===== src/rtl/regfile_wb_arbiter_pkg.sv =====
// Shared types for the register-file writeback arbiter: default widths,
// the queued writeback entry and the starvation-stall state encoding.
package mips_wb_pkg;

    localparam int DATA_W = 32;
    localparam int ADDR_W = 5;

    typedef struct packed {
        logic [ADDR_W-1:0] rd;
        logic [DATA_W-1:0] data;
        logic              kill;
    } wb_entry_t;

    typedef enum logic [0:0] {
        ST_RUN   = 1'b0,
        ST_STALL = 1'b1
    } stall_state_t;

endpackage


===== src/rtl/regfile_wb_arbiter_fifo.sv =====
// wb_fifo: DEPTH-entry queue of secondary writebacks with kill-by-register-match.
// With WB_BYPASS_EN the live entries are exported oldest-first for forwarding search.
module wb_fifo
    import mips_wb_pkg::*;
#(
    parameter int DEPTH = 4
) (
    input  logic                    clk,
    input  logic                    reset,
    input  logic                    push,
    input  wb_entry_t               push_entry,
    input  logic                    pop,
    input  logic                    kill_en,
    input  logic [ADDR_W-1:0]       kill_reg,
`ifdef WB_BYPASS_EN
    output wb_entry_t [DEPTH-1:0]   ents,
    output logic [DEPTH-1:0]        live,
`endif
    output wb_entry_t               head,
    output logic                    full,
    output logic                    empty
);

    localparam int PW = $clog2(DEPTH);

    wb_entry_t [DEPTH-1:0] mem_r;
    logic [PW:0]           wr_ptr_r;
    logic [PW:0]           rd_ptr_r;
    logic [PW:0]           count_s;
    logic [DEPTH-1:0]      slot_live_s;
    logic                  do_push_s;
    logic                  do_pop_s;

    assign count_s   = wr_ptr_r - rd_ptr_r;
    assign full      = (wr_ptr_r[PW] != rd_ptr_r[PW]) && (wr_ptr_r[PW-1:0] == rd_ptr_r[PW-1:0]);
    assign empty     = (wr_ptr_r == rd_ptr_r);
    assign do_push_s = push && !full;
    assign do_pop_s  = pop && !empty;
    assign head      = mem_r[rd_ptr_r[PW-1:0]];

    // A physical slot is live when its distance from the read pointer is below the occupancy.
    always_comb begin
        for (int i = 0; i < DEPTH; i++) begin
            slot_live_s[i] = {1'b0, PW'(PW'(i) - rd_ptr_r[PW-1:0])} < count_s;
        end
    end

`ifdef WB_BYPASS_EN
    // Age-ordered view: index 0 is the head, higher indices are younger.
    always_comb begin
        for (int k = 0; k < DEPTH; k++) begin
            ents[k] = mem_r[PW'(rd_ptr_r[PW-1:0] + PW'(k))];
            live[k] = (PW+1)'(k) < count_s;
        end
    end
`endif

    // Storage, pointers and kill marking; the push slot is never live, so it cannot collide with a kill.
    always_ff @(posedge clk or posedge reset) begin
        if (reset) begin
            mem_r    <= '0;
            wr_ptr_r <= '0;
            rd_ptr_r <= '0;
        end else begin
            for (int i = 0; i < DEPTH; i++) begin
                if (kill_en && slot_live_s[i] && (mem_r[i].rd == kill_reg)) begin
                    mem_r[i].kill <= 1'b1;
                end
            end
            if (do_push_s) begin
                mem_r[wr_ptr_r[PW-1:0]] <= push_entry;
                wr_ptr_r                <= wr_ptr_r + (PW+1)'(1);
            end
            if (do_pop_s) begin
                rd_ptr_r <= rd_ptr_r + (PW+1)'(1);
            end
        end
    end

endmodule


===== src/rtl/regfile_wb_arbiter.sv =====
// regfile_wb_arbiter: merges primary (WB stage) and queued secondary writebacks onto one
// register-file write port, with a starvation stall. Optional forwarding via WB_BYPASS_EN.
module regfile_wb_arbiter #(
    parameter int DATA_W       = mips_wb_pkg::DATA_W,
    parameter int ADDR_W       = mips_wb_pkg::ADDR_W,
    parameter int DEPTH        = 4,
    parameter int STARVE_LIMIT = 8
) (
    input  logic              clk,
    input  logic              reset,
    input  logic              p_valid,
    input  logic [ADDR_W-1:0] p_reg,
    input  logic [DATA_W-1:0] p_data,
    input  logic              s_valid,
    output logic              s_ready,
    input  logic [ADDR_W-1:0] s_reg,
    input  logic [DATA_W-1:0] s_data,
    output logic              reg_write,
    output logic [ADDR_W-1:0] write_reg,
    output logic [DATA_W-1:0] write_data,
`ifdef WB_BYPASS_EN
    input  logic [ADDR_W-1:0] fwd_reg_a,
    input  logic [ADDR_W-1:0] fwd_reg_b,
    output logic              fwd_hit_a,
    output logic              fwd_hit_b,
    output logic [DATA_W-1:0] fwd_data_a,
    output logic [DATA_W-1:0] fwd_data_b,
`endif
    output logic              stall
);

    localparam int CW = $clog2(STARVE_LIMIT + 1);

    mips_wb_pkg::wb_entry_t    push_entry_s;
    mips_wb_pkg::wb_entry_t    head_s;
    mips_wb_pkg::stall_state_t state_r;
    mips_wb_pkg::stall_state_t state_next_s;
    logic              full_s;
    logic              empty_s;
    logic              p_req_s;
    logic              s_push_s;
    logic              pop_s;
    logic [CW-1:0]     starve_cnt_r;
    logic              reg_write_r;
    logic [ADDR_W-1:0] write_reg_r;
    logic [DATA_W-1:0] write_data_r;

    // Register 0 is hardwired; such requests are dropped (secondary still handshakes).
    assign p_req_s      = p_valid && (p_reg != '0);
    assign s_ready      = !full_s;
    assign s_push_s     = s_valid && !full_s && (s_reg != '0);
    assign pop_s        = !p_req_s && !empty_s;
    assign push_entry_s = '{rd: s_reg, data: s_data, kill: 1'b0};

`ifdef WB_BYPASS_EN
    mips_wb_pkg::wb_entry_t [DEPTH-1:0] ents_s;
    logic [DEPTH-1:0]                   live_s;
`endif

    wb_fifo #(
        .DEPTH (DEPTH)
    ) u_fifo (
        .clk        (clk),
        .reset      (reset),
        .push       (s_push_s),
        .push_entry (push_entry_s),
        .pop        (pop_s),
        .kill_en    (p_req_s),
        .kill_reg   (p_reg),
`ifdef WB_BYPASS_EN
        .ents       (ents_s),
        .live       (live_s),
`endif
        .head       (head_s),
        .full       (full_s),
        .empty      (empty_s)
    );

    // Write-port stage: primary wins, else the FIFO head drains (a killed head issues no write).
    always_ff @(posedge clk or posedge reset) begin
        if (reset) begin
            reg_write_r  <= 1'b0;
            write_reg_r  <= '0;
            write_data_r <= '0;
        end else if (p_req_s) begin
            reg_write_r  <= 1'b1;
            write_reg_r  <= p_reg;
            write_data_r <= p_data;
        end else if (pop_s) begin
            reg_write_r  <= !head_s.kill;
            write_reg_r  <= head_s.rd;
            write_data_r <= head_s.data;
        end else begin
            reg_write_r  <= 1'b0;
        end
    end

    assign reg_write  = reg_write_r;
    assign write_reg  = write_reg_r;
    assign write_data = write_data_r;

    // Starvation counter: cycles the head has waited, saturating at the limit.
    always_ff @(posedge clk or posedge reset) begin
        if (reset) begin
            starve_cnt_r <= '0;
        end else if (empty_s || pop_s) begin
            starve_cnt_r <= '0;
        end else if (starve_cnt_r != CW'(STARVE_LIMIT)) begin
            starve_cnt_r <= starve_cnt_r + CW'(1);
        end else begin
            starve_cnt_r <= starve_cnt_r;
        end
    end

    // Stall state register.
    always_ff @(posedge clk or posedge reset) begin
        if (reset) begin
            state_r <= mips_wb_pkg::ST_RUN;
        end else begin
            state_r <= state_next_s;
        end
    end

    // Stall next-state: enter after a full wait, leave on the first pop.
    always_comb begin
        state_next_s = state_r;
        case (state_r)
            mips_wb_pkg::ST_RUN: begin
                if ((starve_cnt_r == CW'(STARVE_LIMIT)) && !pop_s) begin
                    state_next_s = mips_wb_pkg::ST_STALL;
                end else begin
                    state_next_s = mips_wb_pkg::ST_RUN;
                end
            end
            mips_wb_pkg::ST_STALL: begin
                if (pop_s) begin
                    state_next_s = mips_wb_pkg::ST_RUN;
                end else begin
                    state_next_s = mips_wb_pkg::ST_STALL;
                end
            end
            default: state_next_s = mips_wb_pkg::ST_RUN;
        endcase
    end

    // Stall output decoded from the state register.
    always_comb begin
        stall = 1'b0;
        case (state_r)
            mips_wb_pkg::ST_STALL: stall = 1'b1;
            default:               stall = 1'b0;
        endcase
    end

`ifdef WB_BYPASS_EN
    // Youngest pending write wins: output stage is oldest, then FIFO head to tail.
    function automatic logic [DATA_W:0] fwd_lookup(input logic [ADDR_W-1:0] idx);
        logic [DATA_W:0] res;
        res = '0;
        if (idx != '0) begin
            if (reg_write_r && (write_reg_r == idx)) begin
                res = {1'b1, write_data_r};
            end else begin
                res = '0;
            end
            for (int k = 0; k < DEPTH; k++) begin
                if (live_s[k] && !ents_s[k].kill && (ents_s[k].rd == idx)) begin
                    res = {1'b1, ents_s[k].data};
                end else begin
                    res = res;
                end
            end
        end else begin
            res = '0;
        end
        return res;
    endfunction

    // Combinational forwarding lookups.
    always_comb begin
        {fwd_hit_a, fwd_data_a} = fwd_lookup(fwd_reg_a);
        {fwd_hit_b, fwd_data_b} = fwd_lookup(fwd_reg_b);
    end
`endif

endmodule


===== config.mk =====
export PLATFORM = sky130hd
export DESIGN_NAME = regfile_wb_arbiter
export DESIGN_NICKNAME = d
export VERILOG_FILES = /design/src/rtl/regfile_wb_arbiter_pkg.sv /design/src/rtl/regfile_wb_arbiter_fifo.sv /design/src/rtl/regfile_wb_arbiter.sv
export SDC_FILE = /design/constraint.sdc
export NUM_CORES = 1
export LEC_CHECK = 0
export CAP_MARGIN = 25
export CORE_ASPECT_RATIO = 0.8
export CORE_MARGIN = 2
export CORE_UTILIZATION = 56
export DETAILED_ROUTE_END_ITERATION = 10
export GPL_ROUTABILITY_DRIVEN = 0
export PLACE_DENSITY = 0.8
export REMOVE_ABC_BUFFERS = 1
export SYNTH_ARGS = -nofsm -noshare
export SYNTH_HDL_FRONTEND = slang
export SYNTH_SLANG_ARGS = --single-unit

===== constraint.sdc =====
create_clock -name clk -period 7.58 [get_ports clk]
set_input_delay 1.137 -clock clk [delete_from_list [all_inputs] [get_ports clk]]
set_output_delay 1.137 -clock clk [all_outputs]
set_load 0.01 [all_outputs]

Run 1, port wiring:
(2 px per um)
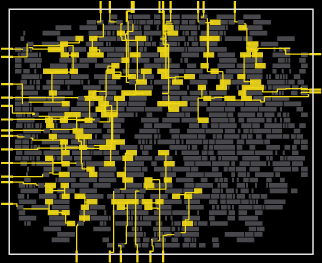
Key: yellow = s_data [bits 32, direction input, end cells 128, buffers 32, wire 1730 um]

Run 1, signal wires on met2:
(3 px per um)
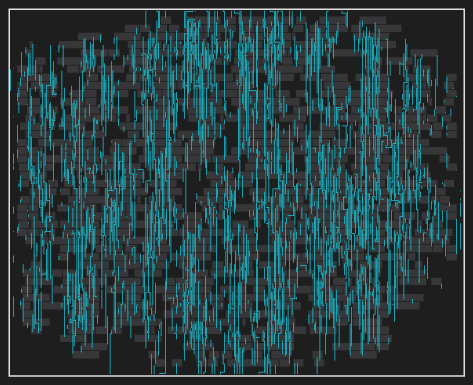
The longest straight run is 57.5 um. The layer carries 10200 um of wire. The layer holds 49% of the routed length.

Run 1, clock distribution:
(3 px per um)
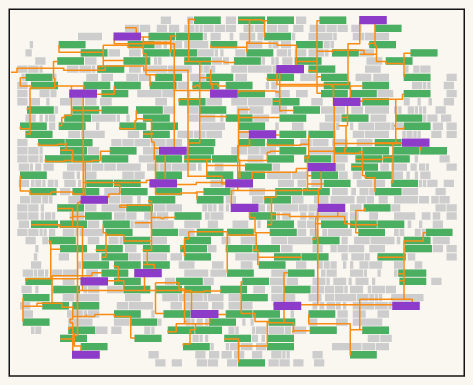
Key: orange = clock wires [length 2470 um]; purple = cells driving clock nets [count 21]; green = flip-flops [count 201]
Position of the flops: all over the die. There are 22 routed clock nets.

==> run notes, run 1 <==
run results: largest net degree at the start of global routing=approximately 130, #FFs+latches synth=201, Hold Buf Count CTS=0, Leakage=5.16 nW, Fin Clk Skew=approximately 7.6 ps, Util after Layout=67.6%, Largest register FFs=152, M1 GR Usage=about a third, clkbuf count=32, DR vias=~6000, CP Capture Type=output port, Worst setup SP type=register, post-synthesis cell count=just under 700, Period minus WS final=between 3000 and 4000 ps, Hold/Removal Path Class=reg -> reg, top cells by count, synth=dfrtp_1 (201), mux2_2 (81), nand2_1 (77), mux2_4 (67), nor2_1 (40), setup_tns=0 ps, Clk pwr share=between 10% and 20%, Post-DP Area=roughly 11000 sq um, n_taps=around 230, CP Class=reg -> out, Final Instance Area=between 10000 and 15000 sq um, sequential share of power=35.7%, Top pwr grp=combinational logic, GR Util met2=between 30% and 40%, hold_ws=~500 ps, GRT busiest layer=met2, DRC=0, Mean Syn Cell Area=about 14 sq um, largest area contributor in the netlist=dfrtp_1, Late-Pin Clk Latency=490 ps, P_seq=1.97 mW, number of logic gates=roughly 430, Die X=roughly 150 um, die area=about 18000 sq um, Rows=43, register share of the cell area=43.4%, Total Power=5.51 mW, Iteration-0 DRC Markers=301, Max Transition Viols Final=0, Hold Violations, Final=0, # placed instances=just under 1000, Tightest Pin Transition=925 ps, # nets final=882, status=finished, final reports clean, critical path arrival=between 2000 and 3000 ps, asr flop ratio synth=100%, register area=around 5000 sq um, combinational power share=about 45%, Warnings, synthesis=0, fin crit share=about half, VDD IR max=0.202 mV, CP cell instances=buf_4 -> inv_1 -> ha_1 -> nand3_1 -> clkdlybuf4s50_1, total congestion overflow=0, crit path DRT=6440 ps, registers=201, P_clk=roughly 1.1 mW, Worst-path clk slew=roughly 60 ps, Hold Path End=u_fifo.mem_r[137], Cell Int Power=between 3 and 4 mW, Reg2Reg Capture Point=u_fifo.mem_r[54], register area share after synthesis=approximately 52%, CP max-delay cell=buf_4, Fill cells=~1200, # H-tree levels=1, worst-case clock buffer depth=3, CP Capture Point=s_ready, # Max-Cap Violations=0, Distinct cells, synth=30, Net Sw Power=1.81 mW, reg2reg start=u_fifo.rd_ptr_r[0], setup bufs post-CTS=0
[run 1: per-layer routing]
| metal | part of all wire (%) | vias up |
|---|---|---|
| li1 | - | 2646 |
| met1 | 44 | 3133 |
| met2 | 49 | 168 |
| met3 | 5.7 | 22 |
| met4 | 1.3 | 0 |
| met5 | 0 | - |
[run 1: critical path, delay by kind of cell (launching register included)]
| family | cells | cell delay (ps) |
|---|---|---|
| buf+inv | 3 | 1330 |
| flops | 1 | 340 |
| simple gates | 1 | 100 |
| fa+ha+maj | 1 | 370 |
[run 1: logic make-up after synthesis]
kind of cell	count (synthesis)	share of synthesized area [%]
buffers and inverters	59	4.57
xor gates and xnor gates	30	2.71
DFF	201	51.9
and+or+nand+nor	144	6.35
AOI/OAI and AO/OA	49	3.46
adders and majority gates	17	2.27
muxes	188	28.8
--- run 2 (diff from run 1) ---
clock period = 3.6 ns   (was 7.58 ns; I/O delays follow)
==> run notes, run 2 <==
run results: Distinct cells, synth=30 (unchanged), DRC=0 (unchanged), Core Util at FP=56.5% (unchanged), worst-case clock buffer depth=3 (unchanged), max layer used=met4 (unchanged), register area share after synthesis=51.9% (unchanged), fin cells=1032 (was 1025), per-cell routed wire length=20.5 um (was 20.3 um), wire length on met1=9570 um (was 9140 um), initial antenna violation count=0 (unchanged), CP Capture Point=s_ready (unchanged), vias in the first global route=6383 (was 6436), Leakage=5.20 nW (was 5.16 nW), Worst slew margin=45.1% (was 38.3%), Comb area=4250 sq um (unchanged), gr usage total=23.9% (was 23.5%), #FFs+latches synth=201 (unchanged), CP Capture Type=output port (unchanged), post_cts resized=0 (unchanged), Tightest Pin Transition=823 ps (was 925 ps), layout cells sized above 1=30.4% (was 29.5%), status=finished, final reports clean (unchanged), Final HPWL DP=13400 um (was 12400 um), dominant logic cell types in the final layout=dfrtp_1 (199), clkdlybuf4s50_1 (117), mux2_2 (81) (unchanged), die area=18400 sq um (unchanged), DR vias/cell=5.71 (was 5.82), Iteration-0 DRC Markers=336 (was 301), CP cell instances=inv_1 -> ha_1 -> nand3_1 -> clkdlybuf4s50_1 (was buf_4 -> inv_1 -> ha_1 -> nand3_1 -> clkdlybuf4s50_1), # nets final=888 (was 882), clkbuf count=29 (was 32), GR Util met2=38.9% (was 39.4%), hold_ws=501 ps (was 498 ps), Hold Path End=u_fifo.mem_r[92] (was u_fifo.mem_r[137]), Hold Violations, Final=0 (unchanged), VDD IR max=0.655 mV (was 0.202 mV), synthesized area=9700 sq um (unchanged), Reg2Reg Capture Point=u_fifo.mem_r[38] (was u_fifo.mem_r[54]), cell class ranked first by area=registers (unchanged), first drt pass iteration count=5 (was 4), Top cell area share=51.9% (unchanged), registers=201 (unchanged), Signal buffers=129 (was 123), Cell area leaders=dfrtp_1 (52%), mux2_4 (10%), mux2_2 (9.4%) (unchanged), setup bufs post-CTS=0 (unchanged), largest net degree at the start of global routing=86 (was 129), max incr delay on CP=550 ps (was 680 ps), # Max-Cap Violations=0 (unchanged), Synth top cell by count=dfrtp_1 (unchanged), Util after Layout=68.0% (was 67.6%), DR WL met3=1180 um (unchanged), Hold Buf Count CTS=0 (unchanged), Max Fclk=between 300 and 400 MHz, Worst-path clk slew=60 ps (about the same), Die Y=122 um (unchanged), diode count=0 (unchanged), number of flops mapped to enable cells by yosys=0 (unchanged), CP Class=reg -> out (unchanged), total congestion overflow=0 (unchanged), reg2reg start=u_fifo.wr_ptr_r[0] (was u_fifo.rd_ptr_r[0]), critical path's top delay family=buffers and inverters (unchanged), count of tool warnings=34 (was 36), Mean Syn Cell Area=14.1 sq um (unchanged), # placed instances=994 (was 986), M1 GR Usage=34.5% (was 32.8%), fin crit share=between 70% and 80%, asr flop ratio synth=100% (unchanged), Crit. Startpoint=u_fifo.rd_ptr_r[1] (was u_fifo.rd_ptr_r[0]), Post-DP Area=11000 sq um (was 10800 sq um), WL final=21100 um (was 20800 um), Late-Pin Clk Latency=490 ps (about the same), cell total in the yosys stat output=688 (unchanged), Dominant flop cell=dfrtp_1 (unchanged), total CTS buffers=21 (unchanged), hold path start=u_fifo.mem_r[92] (was u_fifo.mem_r[137]), number of logic gates=428 (unchanged), nonclk inv count=12 (unchanged), TritonCTS clock tree=yes (unchanged), top cells by count, synth=dfrtp_1 (201), mux2_2 (81), nand2_1 (77), mux2_4 (67), nor2_1 (40) (unchanged), register area=5030 sq um (unchanged), non-clk buf share=11.7% (was 10.9%), DR vias=5896 (was 5969), Worst R2R Setup Slack=1170 ps (was 4440 ps), dpl ws=586 ps (was 3780 ps), RSZ-0062 raised after global routing=false (unchanged), I/O Buffers=117 (unchanged), Top cell excl fill/tap=dfrtp_1 (unchanged), Clock-cell share=5.94% (was 6.18%), # H-tree levels=1 (unchanged), Final Instance Area=11700 sq um (was 11600 sq um), Hold/Removal Path Class=reg -> reg (unchanged), setup_tns=0 ps (unchanged), Final ANT Viol Nets=0 (unchanged), Rows=43 (unchanged), Total Power=11.6 mW (was 5.51 mW), core box area=17200 sq um (unchanged), GRT busiest layer=met2 (unchanged), logic share of the area=36.4% (was 36.6%), first-pass GRT wire length=34100 um (was 33800 um), met3 usage=4.34% (was 4.68%), Ports=118 (unchanged), clock sink count=201 (unchanged), Fill cells=1149 (was 1173), CP Depth=4 (was 5), n_taps=225 (unchanged), Period minus WS final=2540 ps, Hold Path Depth=1 (unchanged), root buffer cell=clkbuf_16 (unchanged), Warnings, synthesis=0 (unchanged), YS chip area=9700 sq um (unchanged), Die X=151 um (unchanged), reg2reg path depth=10 (was 7), area grow syn2layout=20.4% (was 19.6%), CP max-delay cell=clkdlybuf4s50_1 (was buf_4), setup violators final=0 (unchanged), post-route setup slack=1060 ps (was 3810 ps), met2 wire len=10100 um (was 10200 um), register share of the cell area=43.1% (was 43.4%), Fin Clk Skew=8.03 ps (was 7.62 ps), CP max FO=5 (was 43), crit path DRT=3060 ps (was 6440 ps), worst path buffer plus inverter count=2 (was 3), post-synthesis cell count=688 (unchanged), Largest register FFs=152 (unchanged), Worst setup SP type=register (unchanged), critical path arrival=2000 ps (was 2640 ps), Max Transition Viols Final=0 (unchanged), PwrDens=991 nW/um^2 (was 475 nW/um^2), largest area contributor in the netlist=dfrtp_1 (unchanged)
## run 2: netlist changes by cell type in the layout (fill, tap and decap cells not counted), sizes merged
| cell | delta |
|---|---|
| buf | +6 |
| clkinv | +4 |
| clkbuf | -3 |
| bufinv | -1 |
| clkinvlp | +1 |
## run 2: power breakdown
| part | leakage (nW) | switching, mW | internal [mW] |
|---|---|---|---|
| clock network | 0.348 | 0.880 | 1.28 |
| logic | 2.47 | 2.28 | 2.99 |
| registers | 2.39 | 0.714 | 3.41 |
## run 2: logic make-up after synthesis
family	Yosys count	share of synthesized area [%]
xor gates and xnor gates	30	2.71
buffers and inverters	59	4.57
AOI/OAI and AO/OA	49	3.46
muxes	188	28.8
DFF	201	51.9
and+or+nand+nor	144	6.35
adders and majority gates	17	2.27
Run 2, placed cells, one color a class:
(2 px per um) Fill, decap, tap and diode cells in gray.
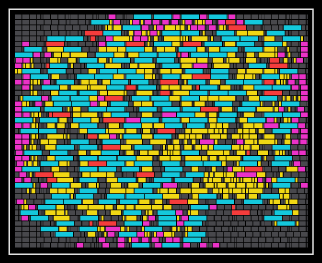
Key: yellow = all other logic [cells 440]; cyan = flip-flops [cells 201]; red = clock drivers and dummy loads [cells 37]; magenta = other buffers and delay cells [cells 129]

Run 2, clock distribution:
(3 px per um)
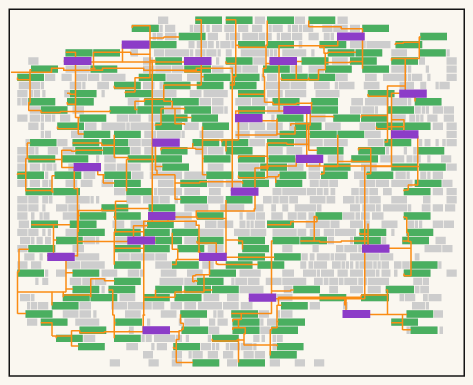
Key: purple = cells driving clock nets [count 21]; green = flip-flops [count 201]; orange = clock wires [length 2480 um]
Position of the flops: all over the die. There are 22 routed clock nets.

Power is estimated from default activity; no workload was simulated.
